<file path="src/rtl/ex_mem_pipe_reg.sv">
// EX/MEM pipeline register with stall/flush, HALT capture and drain sequencing,
// plus a retired-instruction counter for the debug unit.
module ex_mem_pipe_reg #(
    parameter int DATA_W       = 32,
    parameter int DRAIN_CYCLES = 2,
    parameter int CNT_W        = 32
) (
    input  logic              clk,
    input  logic              rst_n,
    input  logic              stall,
    input  logic              flush,
    input  logic              valid_ex,
    input  logic [DATA_W-1:0] alu_result_ex,
    input  logic [DATA_W-1:0] store_data_ex,
    input  logic [4:0]        rd_ex,
    input  logic              reg_write_ex,
    input  logic              mem_read_ex,
    input  logic              mem_write_ex,
    input  logic              mem_to_reg_ex,
    input  logic [2:0]        size_ex,
    input  logic              halt_ex,
    output logic              valid_ex_m,
    output logic [DATA_W-1:0] alu_result_ex_m,
    output logic [DATA_W-1:0] store_data_ex_m,
    output logic [4:0]        rd_ex_m,
    output logic              reg_write_ex_m,
    output logic              mem_read_ex_m,
    output logic              mem_write_ex_m,
    output logic              mem_to_reg_ex_m,
    output logic [2:0]        size_ex_m,
    output logic              halt_ex_m,
    output logic              pipe_drained,
    output logic [CNT_W-1:0]  instr_cnt
);

    // state    | meaning
    // ST_RUN   | normal operation, stage loads/stalls/flushes
    // ST_DRAIN | HALT captured, bubbles loaded while MEM/WB empty out
    // ST_DONE  | pipeline empty, stage frozen as bubble until reset
    localparam logic [1:0] ST_RUN   = 2'd0;
    localparam logic [1:0] ST_DRAIN = 2'd1;
    localparam logic [1:0] ST_DONE  = 2'd2;

    logic [1:0]        state_q, state_d;
    logic [3:0]        drain_cnt_q, drain_cnt_d;
    logic              valid_q, valid_d;
    logic [DATA_W-1:0] alu_result_q, alu_result_d;
    logic [DATA_W-1:0] store_data_q, store_data_d;
    logic [4:0]        rd_q, rd_d;
    logic              reg_write_q, reg_write_d;
    logic              mem_read_q, mem_read_d;
    logic              mem_write_q, mem_write_d;
    logic              mem_to_reg_q, mem_to_reg_d;
    logic [2:0]        size_q, size_d;
    logic              halt_q, halt_d;
    logic [CNT_W-1:0]  instr_cnt_q, instr_cnt_d;

    logic bubble;
    logic load;

    always_comb begin
        bubble = flush || (state_q != ST_RUN);
        load   = !bubble && !stall;
    end

    always_comb begin
        valid_d      = valid_q;
        alu_result_d = alu_result_q;
        store_data_d = store_data_q;
        rd_d         = rd_q;
        reg_write_d  = reg_write_q;
        mem_read_d   = mem_read_q;
        mem_write_d  = mem_write_q;
        mem_to_reg_d = mem_to_reg_q;
        size_d       = size_q;
        halt_d       = halt_q;
        instr_cnt_d  = instr_cnt_q;
        if (bubble) begin
            valid_d      = 1'b0;
            alu_result_d = '0;
            store_data_d = '0;
            rd_d         = '0;
            reg_write_d  = 1'b0;
            mem_read_d   = 1'b0;
            mem_write_d  = 1'b0;
            mem_to_reg_d = 1'b0;
            size_d       = '0;
            halt_d       = 1'b0;
        end else if (load) begin
            valid_d      = valid_ex;
            alu_result_d = alu_result_ex;
            store_data_d = store_data_ex;
            rd_d         = rd_ex;
            reg_write_d  = reg_write_ex  & valid_ex;
            mem_read_d   = mem_read_ex   & valid_ex;
            mem_write_d  = mem_write_ex  & valid_ex;
            mem_to_reg_d = mem_to_reg_ex & valid_ex;
            size_d       = size_ex;
            halt_d       = halt_ex       & valid_ex;
            instr_cnt_d  = instr_cnt_q + {{(CNT_W-1){1'b0}}, valid_ex};
        end
    end

    // Drain sequencing advances every edge once HALT is in, flush or not.
    always_comb begin
        state_d     = state_q;
        drain_cnt_d = drain_cnt_q;
        case (state_q)
            ST_RUN: begin
                if (load && valid_ex && halt_ex) begin
                    state_d     = ST_DRAIN;
                    drain_cnt_d = 4'd0;
                end
            end
            ST_DRAIN: begin
                drain_cnt_d = drain_cnt_q + 4'd1;
                if (drain_cnt_d == 4'(DRAIN_CYCLES)) begin
                    state_d = ST_DONE;
                end
            end
            ST_DONE: begin
                state_d = ST_DONE;
            end
            default: begin
                state_d = ST_RUN;
            end
        endcase
    end

    always_ff @(posedge clk) begin
        if (!rst_n) begin
            state_q      <= ST_RUN;
            drain_cnt_q  <= '0;
            valid_q      <= 1'b0;
            alu_result_q <= '0;
            store_data_q <= '0;
            rd_q         <= '0;
            reg_write_q  <= 1'b0;
            mem_read_q   <= 1'b0;
            mem_write_q  <= 1'b0;
            mem_to_reg_q <= 1'b0;
            size_q       <= '0;
            halt_q       <= 1'b0;
            instr_cnt_q  <= '0;
        end else begin
            state_q      <= state_d;
            drain_cnt_q  <= drain_cnt_d;
            valid_q      <= valid_d;
            alu_result_q <= alu_result_d;
            store_data_q <= store_data_d;
            rd_q         <= rd_d;
            reg_write_q  <= reg_write_d;
            mem_read_q   <= mem_read_d;
            mem_write_q  <= mem_write_d;
            mem_to_reg_q <= mem_to_reg_d;
            size_q       <= size_d;
            halt_q       <= halt_d;
            instr_cnt_q  <= instr_cnt_d;
        end
    end

    assign valid_ex_m      = valid_q;
    assign alu_result_ex_m = alu_result_q;
    assign store_data_ex_m = store_data_q;
    assign rd_ex_m         = rd_q;
    assign reg_write_ex_m  = reg_write_q;
    assign mem_read_ex_m   = mem_read_q;
    assign mem_write_ex_m  = mem_write_q;
    assign mem_to_reg_ex_m = mem_to_reg_q;
    assign size_ex_m       = size_q;
    assign halt_ex_m       = halt_q;
    assign pipe_drained    = (state_q == ST_DONE);
    assign instr_cnt       = instr_cnt_q;

endmodule

</file>
<file path="config.mk">
export PLATFORM = sky130hd
export DESIGN_NAME = ex_mem_pipe_reg
export DESIGN_NICKNAME = d
export VERILOG_FILES = /design/src/rtl/ex_mem_pipe_reg.sv
export SDC_FILE = /design/constraint.sdc
export NUM_CORES = 1
export LEC_CHECK = 0
export CAP_MARGIN = 20
export CELL_PAD_IN_SITES_DETAIL_PLACEMENT = 1
export CELL_PAD_IN_SITES_GLOBAL_PLACEMENT = 2
export CORE_ASPECT_RATIO = 0.5
export CORE_MARGIN = 2
export CORE_UTILIZATION = 27
export DETAILED_ROUTE_END_ITERATION = 6
export GPL_TIMING_DRIVEN = 1
export PLACE_DENSITY_LB_ADDON = 0.2
export SYNTH_ARGS = -nofsm -noshare
export SYNTH_HDL_FRONTEND = slang
export SYNTH_SLANG_ARGS = --single-unit
</file>
<file path="constraint.sdc">
create_clock -name clk -period 5.4 [get_ports clk]
set_input_delay 0.81 -clock clk [delete_from_list [all_inputs] [get_ports clk]]
set_output_delay 0.81 -clock clk [all_outputs]
set_load 0.05 [all_outputs]
</file>
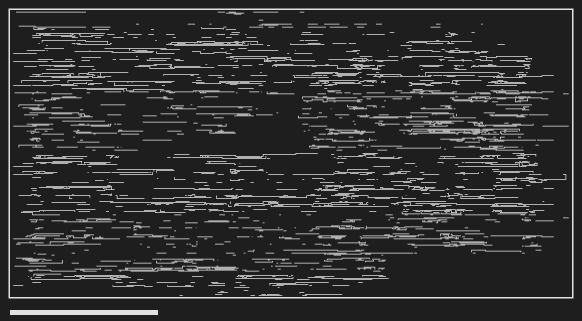
*Met1 routing, run 1*
Bar = 50 um.
main direction = horizontal
longest straight run = 32.2 um
number of vias in the routed layout: 4302
routed wire length: 15.01 mm
met1 global-route usage: 19.91%

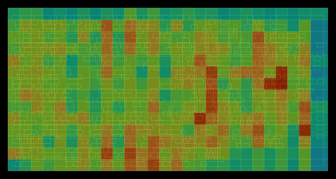
*Track usage over the die, run 1*
per-cell routed wire length: 17.53 um
global-route met3 utilization: 6.894%
met2 capacity usage during global routing: 26.04%
Most Used Layer, Global Route: met2

==> impl.org, run 1 <==
* Flow results

** Status
- The flow ran to the end, and the final reports show no timing, DRC or antenna violations.

** Clocking
- As reported, the later end of the worst-skew pair has a clock insertion delay of just over 0.4 ns.
- Clock buffers created by TritonCTS :: 17
- Clk sinks :: 116
- CTS placed an instance of sky130_fd_sc_hd__clkbuf_16 at the clock tree root.
- CTS resizes :: 0
- No sink is reached through more buffers than the 2 on the longest clock path.
- Clock tree from TritonCTS :: built
- The number of hold buffers added after CTS was 0.

** Drt
- The post-route report lists met1 wire length as between 6 and 7 mm.
- Number of design-rule violations left by the first detailed-router iteration :: roughly 180
- For this run, the detailed router reports a per-instance via density of between 5 and 6.
- The script parses the final routing iteration and logs DRC violations as 0.
- Topmost layer with routed signal wires :: met4
- Number of detailed-route iterations in the first pass :: 4

** Setup path
- CP peak stage delay :: approximately 0.73 ns
- The script reports the combined buffer and inverter count of the critical path as 1.
- Cells along the critical path :: clkdlybuf4s50_1, or3b_4, or4_4, nor4_1, mux2i_1
- Data required time at the worst endpoint :: about 5.7 ns
- The timing report shows that the slowest cell on the worst path is sky130_fd_sc_hd__or4_4.
- The critical path runs through a total of 5 cells.
- Startpoint type of the worst setup path :: primary input
- The worst register-to-register path depth is 6.
- In this run the worst setup path begins at stall.
- STA classifies the critical path endpoint as a flop.
- STA lists the endpoint of the worst register-to-register path as instr_cnt[26].
- Worst R2R Start :: state_q[0]
- The critical path ends at instr_cnt[26].

** Synthesis
- The cell type that accounts for the most area after synthesis is sky130_fd_sc_hd__dfxtp_1.
- The commonest register cell is sky130_fd_sc_hd__dfxtp_1.
- Post-Synth XOR/XNOR Area :: between 1.5 and 2%
- FFs w/ async S/R, synth :: 0%
- The synthesized netlist devotes between 20% and 30% of its cell area to compound gates.
- Summing the areas of all fa, ha and maj instances in the mapped netlist gives 2.154% of the synthesized area.
- Area fraction in and, or, nand and nor cells after synthesis :: 13.92%
- Number of cells in Yosys stat :: 438
- Ranking of synthesized cells by instance count :: 116 x sky130_fd_sc_hd__dfxtp_1, 72 x sky130_fd_sc_hd__o221a_2, 33 x sky130_fd_sc_hd__clkbuf_1
- Summing the sequential cell areas from Yosys gives 49.97% of the chip area.
- In this run the biggest area consumer among cell types represents approximately half of the synthesized area.
- Yosys mapped the design onto 44 distinct sky130hd cell types.
- Number of enable flip-flop cells :: 0

** Finish
- Sequential cell area share :: between 30% and 40%
- The clock network takes up approximately 8% of total cell area after layout.
- The layout report lists the multi-input gate area as between 0.002 and 0.0025 mm2.
- Clock buf count :: 20
- Leaving out filler cells and counting taps, the final layout contains between 800 and 900.
- The number of sequential cells reported for the layout is approximately 120.
- Number of nets in the layout :: approximately 710
- From synthesis to final layout, the design area changed by 57.46%.
- Share of cell area taken by multi-input logic gates :: between 20% and 30%
- Cell class ranked first by area :: flip-flops and latches
- Final core utilization :: between 40% and 50%
- Ratio of cells with drive above 1 in the final layout :: between 10% and 20%
- After layout, the buffer instance count without clock buffers stands at slightly below 200.
- The finished cells cover 0.007317 mm2.

** Run
- Across all stage logs, warnings added up to 30.
- Per the run summary, max-cap violations total 0.

** Global routing
- Congestion Overflow GR :: 0
- The number of antenna violations at the first check in global routing came to 0.
- Entering global routing, the biggest net connects ~73 pins.
- Gr usage total :: between 10% and 20%
- The first global-routing pass estimated approximately 24 mm of wire.

** Power and ir drop
- Reported combinational group power :: 0.000679 W
- The script extracted a net switching power of 0.0008802 W.
- Internal power comes to about 0.0019 W.
- Power attributed to sequential cells :: around 0.00097 W
- Of the total power, the clock network draws roughly 40%.
- Power in the clock group :: 0.00112 W
- Power density over the cells :: 377.6 mW/mm2
- Of the total power, the share spent switching nets is between 30% and 40%.
- Proportion of power drawn by combinational gates :: 24.6%

** Final timing
- Max Clock Skew :: 0.01139 ns
- The pin closest to its max-slew limit shows a slew of ~0.84 ns.
- The max-slew check reports its worst relative slack as 44.12%.
- Setup total negative slack :: 0 ns
- Endpoints failing setup :: 0
- Total count of max-transition violations in the final report :: 0
- Worst setup margin :: roughly 2.4 ns

** Placement
- The post-placement cell area is ~0.0067 mm2.
- Counting tap cells, the placed design contains a total of 824 instances.
- Detailed Place HPWL :: 9.893 mm
- During placement, the flow inserted port buffers numbering ~190.

** Floorplanning
- The floorplan has 33 rows.
- Before placement the cells fill about 28% of the core.
- Number of I/O pins :: 193
- Die Span X :: roughly 190 um

** Worst hold path
- Worst hold-check path type :: flop to flop
- The startpoint identified for the worst hold timing path is mem_read_ex_m.
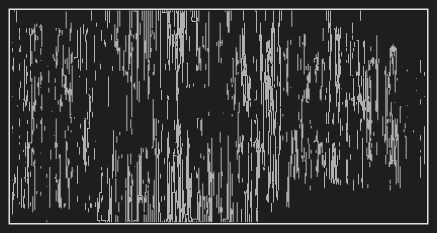
*M2 wires, run 1*
wire length on this layer = 7000 um
main direction = vertical

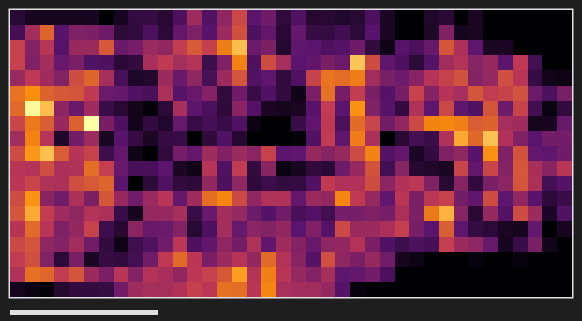
*Wiring heat map, run 1*
Bar = 50 um. The die is cut into 38 by 19 equal tiles; black is low, pale yellow is high, scaled to the fullest tile. Values are wire area over tile area, all layers added.
mean over tiles = 0.13
emptiest ninth of the die = lower right
tiles over half the peak = 19%
fullest tile = 0.42
nearly empty tiles = 10%

### Local utilization, run 1

Bar = 50 um. The die is cut into 19 by 10 equal tiles; black is low, pale yellow is high, 0 to 100% covered.
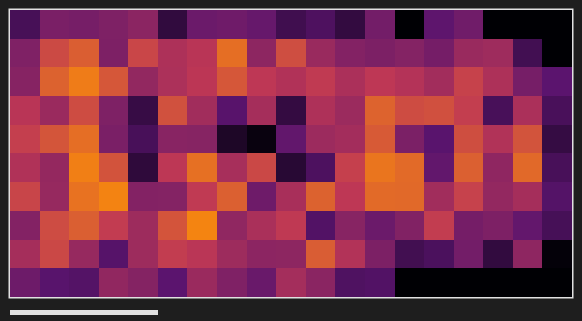

==> inputs of run 2 (changes only) <==
--- a/config.mk
+++ b/config.mk
@@ -10,7 +10,7 @@
 export CELL_PAD_IN_SITES_GLOBAL_PLACEMENT = 2
 export CORE_ASPECT_RATIO = 0.5
 export CORE_MARGIN = 2
-export CORE_UTILIZATION = 27
+export CORE_UTILIZATION = 25
 export DETAILED_ROUTE_END_ITERATION = 6
 export GPL_TIMING_DRIVEN = 1
 export PLACE_DENSITY_LB_ADDON = 0.2
==> constraint.sdc (replaced) <==
create_clock -name clk -period 2.9 [get_ports clk]
set_input_delay 0.435 -clock clk [delete_from_list [all_inputs] [get_ports clk]]
set_output_delay 0.435 -clock clk [all_outputs]
set_load 0.05 [all_outputs]
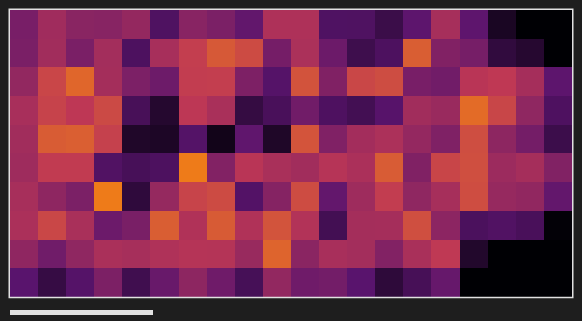
*Local utilization, run 2*
Bar = 50 um. The die is cut into 20 by 10 equal tiles; black is low, pale yellow is high, 0 to 100% covered.
emptiest ninth of the die = lower right
fullest tile = 70%
mean over tiles = 36%
nearly empty tiles = 5.5%
final core utilization: 40.16%
fp util: 25.39%
Std-Cell Core Area: 0.01831 mm2

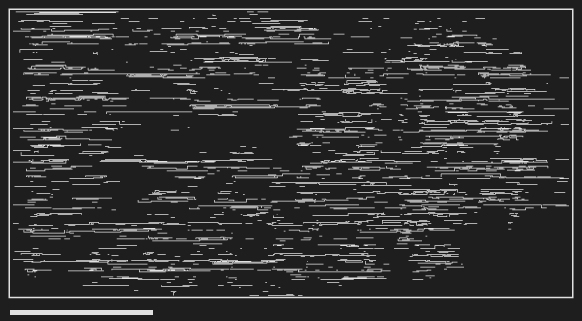
*Met1 routing, run 2*
Bar = 50 um.
longest straight run = 48.3 um
nets with wire on the layer = 647
number of vias in the routed layout: 4318
routed wire length: 15.17 mm
met1 global-route usage: 19.46%

==> run 2 against run 1 <==
Effect of this change:
- count of clock-buffer cells in the layout up 2
- register-to-register slack worse by 2.2 ns
- global-route usage down 0.64 points
- synthesized area unchanged
- setup slack worse by 2.0 ns
- utilization down 3.9 points
- die size up 7.7%
- critical endpoint unchanged
- largest cell class unchanged
==> impl.org, run 2 <==
* Flow results

** Status
- The flow ran to the end, and the final reports show no timing, DRC or antenna violations.

** Clocking
- Clock buffers created by TritonCTS :: 17 (unchanged)
- The maximum buffer depth of the clock tree was 2 (unchanged).
- The cell resize tally after clock tree synthesis is 0 (unchanged).
- Hold buffers post-CTS :: 0 (unchanged)
- Source-to-sink clock delay at the later pin of the worst-skew pair :: 0.41 ns (about the same)
- Clock tree from TritonCTS :: built
- The number of sinks driven by the clock tree came to 116 (unchanged).

** Power and ir drop
- The power dissipated in combinational cells is 0.00127 W (+87%).
- The combinational fraction of design power is 25.3% (+0.7 points).
- The net switching power figure was 0.001618 W (+84%).
- The proportion of total power due to net switching came to 32.11% (+0.25 points).
- Power attributed to sequential cells :: 0.00180 W (+87%)
- Power density over the cells :: 685.5 mW/mm2 (+82%)
- Cell-internal power :: 0.003421 W (+82%)

** Finish
- Relative to the synthesized area, the layout overhead comes to 58.19%.
- Cell area after layout :: 0.007351 mm2 (+0.46%)
- The area fraction of clock buffers and clock inverters came to 7.421% (-0.58 points).
- The flop share of the area is 31.59% (-0.15 points).
- Share of cell area taken by multi-input logic gates :: 28.70% (-0.13 points)
- The area of the multi-input gates is 0.002110 mm2 (unchanged).

** Floorplanning
- Std-Cell Rows :: 35 (+6.1%)

** Synthesis
- The share of the yosys chip area belonging to registers is 49.97% (unchanged).
- The aoi/oai-family share of the synthesized area was 25.93% (unchanged).
- The cell count listed in synth_stat.txt was 438 (unchanged).
- Ranked by instance count, the synthesized netlist is headed by 116 x sky130_fd_sc_hd__dfxtp_1, 72 x sky130_fd_sc_hd__o221a_2, 33 x sky130_fd_sc_hd__clkbuf_1.
- The area fraction in xor and xnor cells was 1.508% (unchanged).
- The async set-reset flop share out of synthesis was 0% (unchanged).
- Per the synthesis report, the dominant area consumer among library cells is sky130_fd_sc_hd__dfxtp_1.
- Adder and majority cell fraction of the synthesized area :: 2.154% (unchanged)
- The share of Yosys cell area claimed by the top area cell type came to 49.97% (unchanged).
- Area fraction in and, or, nand and nor cells after synthesis :: 13.92% (unchanged)
- The number of distinct library cells after synthesis came to 44 (unchanged).

** Final timing
- Total count of max-transition violations in the final report :: 0 (unchanged)
- The final worst slack was 0.4066 ns (-1.969 ns).
- Setup total negative slack :: 0 ns (unchanged)
- The slew at the pin closest to its max-slew limit is 0.9871 ns (+0.1489 ns).
- Max Clock Skew :: 0.009269 ns (-0.002120 ns)

** Setup path
- Cell with the largest stage delay on the worst path :: sky130_fd_sc_hd__or4_4
- CP peak stage delay :: 0.67 ns (-0.06 ns)
- Worst setup endpoint :: instr_cnt[26]
- The required time of the critical path is 3.23 ns (-2.50 ns).
- Sort of element at the end of the critical path :: flop
- Worst Setup SP :: state_q[0]
- The worst reg2reg path depth came to 6 (unchanged).
- Combined buffer and inverter count along the critical path :: 1 (unchanged)
- The number of gates on the worst path with buffers counted came to 6 (+1).
- Cells along the critical path :: inv_1, ha_1, or3b_4, or4_4, nor4_1, mux2i_1
- For the worst reg-to-reg path, the endpoint reported by OpenROAD is instr_cnt[26].

** Run
- Number of violations of the max-capacitance limit :: 0 (unchanged)

** Drt
- Vias/cell :: 4.941 (-1.7%)
- The per-cell routed wire length was 17.35 um (-1.0%).
- The detailed-routing iteration count for the pre-antenna-repair pass was 4 (unchanged).
- The number of remaining DRC errors came to 0 (unchanged).

** Worst hold path
- Checking hold timing, the worst path is listed with class flop to flop.
- STA lists the startpoint of the worst hold path as mem_to_reg_ex_m.

** Global routing
- Global-route wire length before repair :: 24.48 mm (+3.0%)
- The met3 track demand over resource came to 5.511% (-1.4 points).
- The pin count of the biggest net entering global routing is 88 (+21%).

** Placement
- The number of instances in the placed design came to 843 (+2.3%).
- The instance area after placement is 0.006805 mm2 (+1.1%).
### Wiring heat map, run 2

Bar = 50 um. The die is cut into 39 by 20 equal tiles; black is low, pale yellow is high, scaled to the fullest tile. Values are wire area over tile area, all layers added.
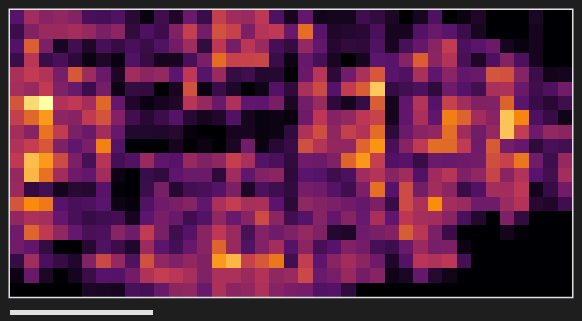

==> inputs of run 3 (changes only) <==
--- a/config.mk
+++ b/config.mk
@@ -6,12 +6,13 @@
 export NUM_CORES = 1
 export LEC_CHECK = 0
 export CAP_MARGIN = 20
-export CELL_PAD_IN_SITES_DETAIL_PLACEMENT = 1
+export CELL_PAD_IN_SITES_DETAIL_PLACEMENT = 2
 export CELL_PAD_IN_SITES_GLOBAL_PLACEMENT = 2
 export CORE_ASPECT_RATIO = 0.5
 export CORE_MARGIN = 2
 export CORE_UTILIZATION = 25
 export DETAILED_ROUTE_END_ITERATION = 6
+export GPL_ROUTABILITY_DRIVEN = 0
 export GPL_TIMING_DRIVEN = 1
 export PLACE_DENSITY_LB_ADDON = 0.2
 export SYNTH_ARGS = -nofsm -noshare
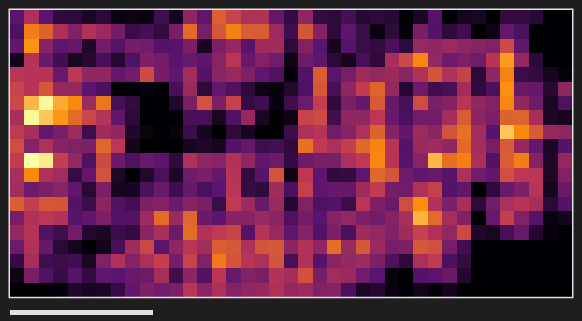
*Wiring heat map, run 3*
Bar = 50 um. The die is cut into 39 by 20 equal tiles; black is low, pale yellow is high, scaled to the fullest tile. Values are wire area over tile area, all layers added.
fullest tile = 0.43
mean over tiles = 0.13
tiles over half the peak = 15%
emptiest ninth of the die = lower right

==> run 3 against run 2 <==
Effect of this change:
- final cell count up 0.11%
- sequential power about the same
- count of clock-buffer cells in the layout down 2
- clock skew up 0.0019 ns
- largest cell class unchanged
- setup slack better by 0.011 ns
==> impl.org, run 3 <==
* Flow results

** Floorplanning
- The placeable core region is 0.01831 mm2 (unchanged).

** Setup path
- The worst setup path is captured at a flop.
- The number of gates on the worst path with buffers counted came to 7 (+1).
- Worst Setup SP :: state_q[0]
- For reference, the critical path is captured by drain_cnt_q[0].
- The worst reg2reg path depth was 7 (+1).
- The required time of the critical path is 3.26 ns (+0.03 ns).
- For reference, the critical path cell chain is inv_1, ha_1, or3b_4, buf_4, o22ai_1, mux2i_1, and2_1.
- CP peak stage delay :: 0.74 ns (+0.07 ns)

** Finish
- Between the synthesized netlist and the finished layout, the area growth was recorded as 58.89%.
- Share of cell area taken by multi-input logic gates :: 28.57% (-0.13 points)
- Sequential cell area share :: 31.45% (-0.14 points)
- Multi-input gate area in the final layout :: 0.002110 mm2 (unchanged)

** Global routing
- Largest net degree at the start of global routing :: 88 (unchanged)
- Global-route wire length before repair :: 26.50 mm (+8.2%)
- The global routing met1 resource utilization is 20.13% (+0.67 points).

** Status
- The flow ran to the end, and the final reports show no timing, DRC or antenna violations.

** Drt
- Number of vias in the routed layout :: 4367 (+1.1%)
- Number of detailed-route iterations in the first pass :: 4 (unchanged)
- Per-cell routed wire length :: 18.79 um (+8.3%)
- The final routed wirelength across all metal layers is 16.44 mm (+8.4%).

** Synthesis
- The share of the yosys chip area belonging to registers is 49.97% (unchanged).
- FFs w/ async S/R, synth :: 0% (unchanged)
- The number of distinct library cells after synthesis came to 44 (unchanged).
- Ranking of synthesized cells by instance count :: 116 x sky130_fd_sc_hd__dfxtp_1, 72 x sky130_fd_sc_hd__o221a_2, 33 x sky130_fd_sc_hd__clkbuf_1
- Share of synthesized cell area in and-or and or-and compound cells :: 25.93% (unchanged)
- The share of Yosys cell area claimed by the top area cell type was 49.97% (unchanged).
- The share of synthesized cell area in full adder, half adder and majority cells is 2.154% (unchanged).
- The cell count listed in synth_stat.txt was 438 (unchanged).

** Final timing
- Setup total negative slack :: 0 ns (unchanged)
- The slew at the pin closest to its max-slew limit came to 0.9820 ns (-0.005096 ns).
- The post-route clock skew was 0.01116 ns (+0.001896 ns).
- The final tally of max-slew violations came to 0 (unchanged).

** Placement
- Cell area after placement :: 0.006805 mm2 (unchanged)

** Clocking
- Clock tree from TritonCTS :: built
- Source-to-sink clock delay at the later pin of the worst-skew pair :: 0.42 ns (about the same)
- The cts-stage hold buffer count is 0 (unchanged).

** Power and ir drop
- Cell-internal power :: 0.003495 W (+2.1%)
- The combinational fraction of design power is 24.9% (-0.4 points).
- The proportion of total power due to net switching is 32.28% (+0.18 points).
- The sequential cell power came to 0.00180 W (about the same).
- Power density over the cells :: 699.0 mW/mm2 (+2.0%)

** Worst hold path
- Hold Path Origin :: reg_write_ex_m
- Checking hold timing, the worst path is listed with class flop to flop.
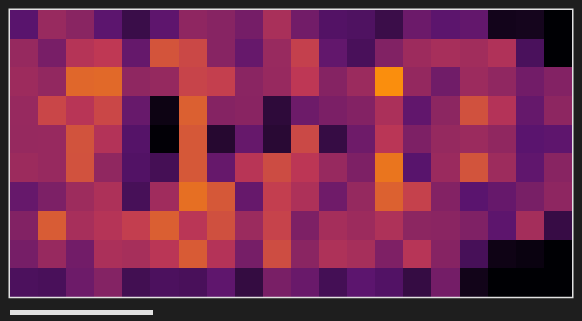
*Local utilization, run 3*
Bar = 50 um. The die is cut into 20 by 10 equal tiles; black is low, pale yellow is high, 0 to 100% covered.
tiles over 75% full = 0.50%
fullest tile = 75%
mean over tiles = 36%
nearly empty tiles = 3.5%
emptiest ninth of the die = lower right
final core utilization: 40.33%

Power is estimated from default activity; no workload was simulated.
